Design if_id_queue, sky130hd; sources not shown.
### Register map, names as in the netlist, run 1

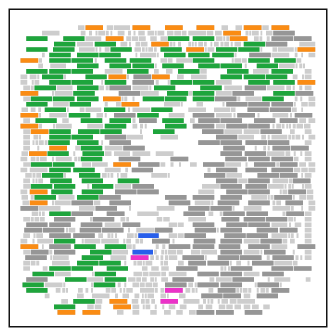
r_mem_inst: drawn in green, flops 128. r_rd_ptr: drawn in blue, flops 2. o_count: drawn in magenta, flops 3. o_id_inst: drawn in orange, flops 32, where spread over the die.
Another 163 sequential cells are not colored.
flop share of the area: 61.6%
Core Util, Final: 72.8%

### Clock wires, drivers and flops, run 1

The bar under the picture is 50 um long.
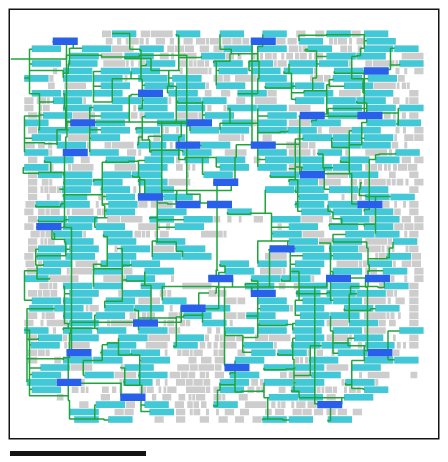
flip-flops: drawn in cyan, count 328. clock wires: drawn in green, length 3350 um. clock drivers: drawn in blue, count 31.
Position of the flops: spread over the die.
clock skew: 0.0127 ns
clk pwr: 1710 uW

### Metal layers overlaid, run 1

The bar under the picture is 50 um long.
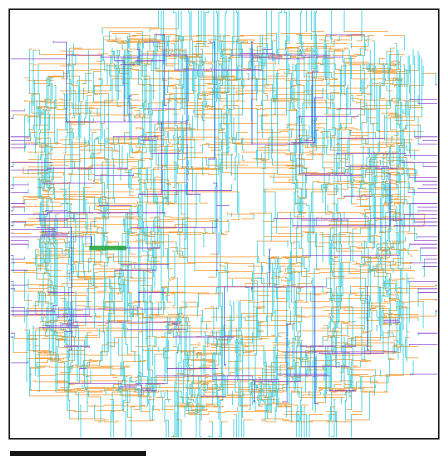
metal 5: drawn in green, wire length 12.0 um. metal 1: drawn in orange, wire length 10700 um. metal 4: drawn in blue, wire length 560 um. metal 3: drawn in purple, wire length 2050 um. metal 2: drawn in cyan, wire length 13600 um.
GRT Total Usage: 22.4%
Wirelength per Cell: 22.8 um
Vias: 7236
WL final: 26900 um

### I/O pins on the die edge, run 1

Pins as bars across the die edge, other pins in gray.
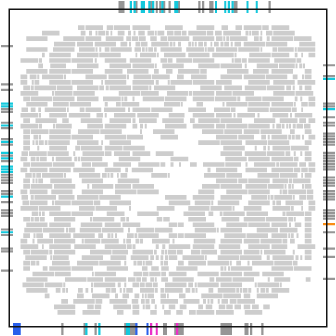
o_count: drawn in magenta, pins 3, direction output, edge south. o_id_valid: drawn in orange, pins 1, direction output, edge east. o_id_inst: drawn in cyan, pins 32, direction output, edge 15 north, 11 west, 4 south, 2 east. i_stall: drawn in blue, pins 6, direction input, edge south.
All pins by edge: 38 east, 37 west, 36 south, 32 north.
PortBufs: 138
die height: 157 um

==> job_summary.md, run 1 <==
### Flow metrics

| Metric | Value |
|---|---|
| Initial antenna violation count | 1 |
| Clock power frac | between 30% and 40% |
| I/O pin cnt | around 140 |
| CP Capture Type | flop |
| Comb. pwr | around 470 uW |
| Flop-to-flop setup slack | between 4 and 5 ns |
| Met2 wire length | about 14000 um |
| Max-area cell class | sequential cells |
| EDFF count, synth | 256 |
| Post-Layout Cell Count | 1182 |
| Synth-to-layout area growth | 18.8% |
| Mapped Nets | 843 |
| Worst path max stage delay | between 0.9 and 1 ns |
| CTS tree | built |
| Status | completed |
| RSZ-0062 raised after global routing | false |
| Cell type with the largest total area | edfxtp_1 |
| Nets@finish | about 960 |
| Crit Path Category | input port to flop |
| Worst Slack Setup Final | roughly 3.0 ns |
| Signal buffers share of area | 9.19% |
| Layout clock area frac | under 10% |
| Synth Area in XOR/XNOR | less than 1% |
| Total Power | between 4000 and 5000 uW |
| Top sig layer | met5 |
| Share of layout cells above drive strength 1 | 14.7% |
| Comb area leader | multiplexers |
| Number of tapcells | around 280 |
| TNS Setup | 0 ns |
| DR iter-0 viols | around 670 |
| DP Area | around 14000 sq um |
| Yosys cell count | around 760 |
| Psw | about 1000 uW |
| Slowest CP cell | clkdlybuf4s50_1 |
| Distinct cells, synth | 39 |
| Commonest Layout Cell | edfxtp_1 |
| Top FF cell, synth | edfxtp_1 |
| CP most frequent cell | nor3_1 |
| Row count | between 50 and 60 |
| Hold WS | between 0.4 and 0.5 ns |
| Clock Latency Late Sink | roughly 0.55 ns |
| Finish-stage setup viols | 0 |
| # diodes | 0 |
| Pwr dens | slightly below 300 nW/um^2 |
| Fillers | about 1.3k |
| Critical Path RT | between 6 and 7 ns |
| Final Instance Area | between 15000 and 20000 sq um |
| Crit path buffers/inverters | 1 |
| Max-slew violations | 0 |
| Cell family with most CP delay | simple AND/OR/NAND/NOR gates |
| Post-synth area hogs | edfxtp_1, dfrtp_1, mux4_2, a22oi_1, nand2_1 |
| Pre-Repair DR Iteration Count | 6 |
| Clock Buffer Count | ~40 |
| Power Internal | approximately 3500 uW |
| Fmax | approximately 280 MHz |
| Sequential area share after synthesis | around 73% |
| Post-DR vias/cell | between 6 and 7 |
| Fraction of area in multi-input gates | roughly a fifth |
| Worst Max-Slew Pin Slew | around 1.0 ns |
| Yosys stat area | 13000 sq um |
| Adder Share, Synth | less than 1% |
| Largest net degree at the start of global routing | approximately 73 |
| Dpl hpwl | around 14000 um |
| CP Depth | 4 |
| GR peak layer | met2 |
| Grt met3 use | ~3.7% |
| LEAKAGE | a little over 0.005 uW |
| Pre-CTS WS | 2.42 ns |
| Worst R2R Path Depth | 4 |
| Number of global-route vias before repair | ~7.8k |
| Aoi share | around 7% |
| Clk sink count | roughly 330 |
| Wire length on met1 | 10700 um |
| Max-Cap Viols | 0 |
| Seq power | between 2000 and 2500 uW |
| Flops after synth | between 300 and 400 |
| Logic pwr share | 10.5% |
| Final Hold Violation Tally | 0 |
| M1 GR Usage | 30.9% |
| Max-area cell share | roughly three fifths |
| Combinational Area | about 3100 sq um |
| GR Util met2 | between 30% and 40% |
| Largest Pwr Group | sequential cells |
| Num CTS Buffers | 31 |
| Die area | roughly 25000 sq um |
| VDD IR-drop max | between 200 and 250 uV |
| Worst Hold Depth | 2 |
| Asr flop ratio synth | a little over a fifth |
==> run 2, diff against run 1 <==
CORE_UTILIZATION = 51   (was 60)
PLACE_DENSITY = 0.76   (was 0.84)
clock period = 3.28 ns   (was 6.6 ns; I/O delays follow)
### I/O pins on the die edge, run 2

Pins as bars across the die edge, other pins in gray.
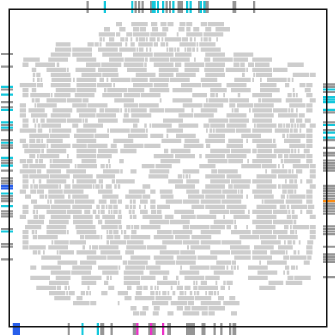
die height: 169 um
width of the die: 169 um

==> job_summary.md, run 2 <==
### Flow metrics

| Metric | Value |
|---|---|
| Seq power | 4740 uW (was 2350 uW) |
| Clock Latency Late Sink | 0.50 ns (was 0.55 ns) |
| Sequential area share after synthesis | 73.2% (unchanged) |
| Initial antenna violation count | 2 (was 1) |
| Largest net degree at the start of global routing | 69 (was 73) |
| Signal buffers share of area | 10.3% (was 9.19%) |
| CP most frequent cell | nor3_1 (unchanged) |
| Mapped Nets | 843 (unchanged) |
| Nets@finish | 980 (was 962) |
| Crit path buffers/inverters | 2 (was 1) |
| Die area | 28700 sq um (was 24600 sq um) |
| Wire length on met1 | 11400 um (was 10700 um) |
| Clock skew | 0.0132 ns (was 0.0127 ns) |
| Number of tapcells | 330 (was 275) |
| Dpl hpwl | 15900 um (was 13900 um) |
| Synth-to-layout area growth | 21.6% (was 18.8%) |
| Clock power frac | 38.8% (was 37.7%) |
| CTS tree | built (unchanged) |
| Top FF cell, synth | edfxtp_1 (unchanged) |
| Cell family with most CP delay | buffers and inverters (was simple AND/OR/NAND/NOR gates) |
| Final Hold Violation Tally | 0 (unchanged) |
| Distinct cells, synth | 39 (unchanged) |
| Clock Buffer Count | 47 (was 40) |
| Final Instance Area | 15800 sq um (was 15400 sq um) |
| Comb. pwr | 964 uW (was 474 uW) |
| Hold WS | 0.285 ns (was 0.475 ns) |
| Slowest CP cell | clkdlybuf4s50_1 (unchanged) |
| Number of global-route vias before repair | 7660 (was 7761) |
| Max-area cell class | sequential cells (unchanged) |
| Post-Layout Cell Count | 1256 (was 1182) |
| Fmax | just under 400 MHz |
| Status | completed (unchanged) |
| Pre-CTS WS | 0.253 ns (was 2.42 ns) |
| Max-slew violations | 0 (unchanged) |
| Flop share of the area | 60.2% (was 61.6%) |
| Synth Area in XOR/XNOR | 0.0676% (unchanged) |
| Critical Path RT | 3.46 ns (was 6.76 ns) |
| Worst Slack Setup Final | 0.765 ns (was 2.99 ns) |
| Pre-Repair DR Iteration Count | 5 (was 6) |
| Vias | 7268 (was 7236) |
| Num CTS Buffers | 34 (was 31) |
| Aoi share | 7.00% (unchanged) |
| Yosys stat area | 13000 sq um (unchanged) |
| Yosys cell count | 764 (unchanged) |
| Logic pwr share | 10.3% (was 10.5%) |
| Worst R2R Path Depth | 7 (was 4) |
| Flop-to-flop setup slack | 0.98 ns (was 4.02 ns) |
| Max-Slew Margin vs Limit | 31.0% (was 30.3%) |
| Clk sink count | 328 (unchanged) |
| Wirelength per Cell | 22.2 um (was 22.8 um) |
| CP Capture Type | flop (unchanged) |
| Post-synth area hogs | edfxtp_1, dfrtp_1, mux4_2, a22oi_1, nand2_1 (unchanged) |
| Largest Pwr Group | sequential cells (unchanged) |
| # diodes | 0 (unchanged) |
| GR peak layer | met2 (unchanged) |
| Combinational Area | 3140 sq um (unchanged) |
| Pwr dens | 591 nW/um^2 (was 294 nW/um^2) |
| GRT Total Usage | 19.4% (was 22.4%) |
| Asr flop ratio synth | 22.0% (unchanged) |
| Cell type with the largest total area | edfxtp_1 (unchanged) |
| Core Util, Final | 62.8% (was 72.8%) |
| DR iter-0 viols | 599 (was 665) |
| Grt met3 use | 4.26% (was 3.66%) |
| Met2 wire length | 13900 um (was 13600 um) |
| Adder Share, Synth | 0.540% (unchanged) |
| Worst path max stage delay | 0.76 ns (was 0.93 ns) |
| CP Depth | 5 (was 4) |
| I/O pin cnt | 143 (unchanged) |
| Crit Path Category | input port to flop (unchanged) |
| Total Power | 9320 uW (was 4530 uW) |
| RSZ-0062 raised after global routing | false (unchanged) |
| Top sig layer | met5 (unchanged) |
| Comb area leader | multiplexers (unchanged) |
| Share of layout cells above drive strength 1 | 16.1% (was 14.7%) |
| Fraction of area in multi-input gates | 19.9% (was 20.4%) |
| Finish-stage setup viols | 0 (unchanged) |
| EDFF count, synth | 256 (unchanged) |
| M1 GR Usage | 26.7% (was 30.9%) |
| Max-Cap Viols | 0 (unchanged) |
| LEAKAGE | 0.00528 uW (was 0.00515 uW) |
| Fillers | 1828 (was 1295) |
| WL final | 27900 um (was 26900 um) |
| TNS Setup | 0 ns (unchanged) |
Power figures rest on the tool's default switching activity, not on a simulated workload.
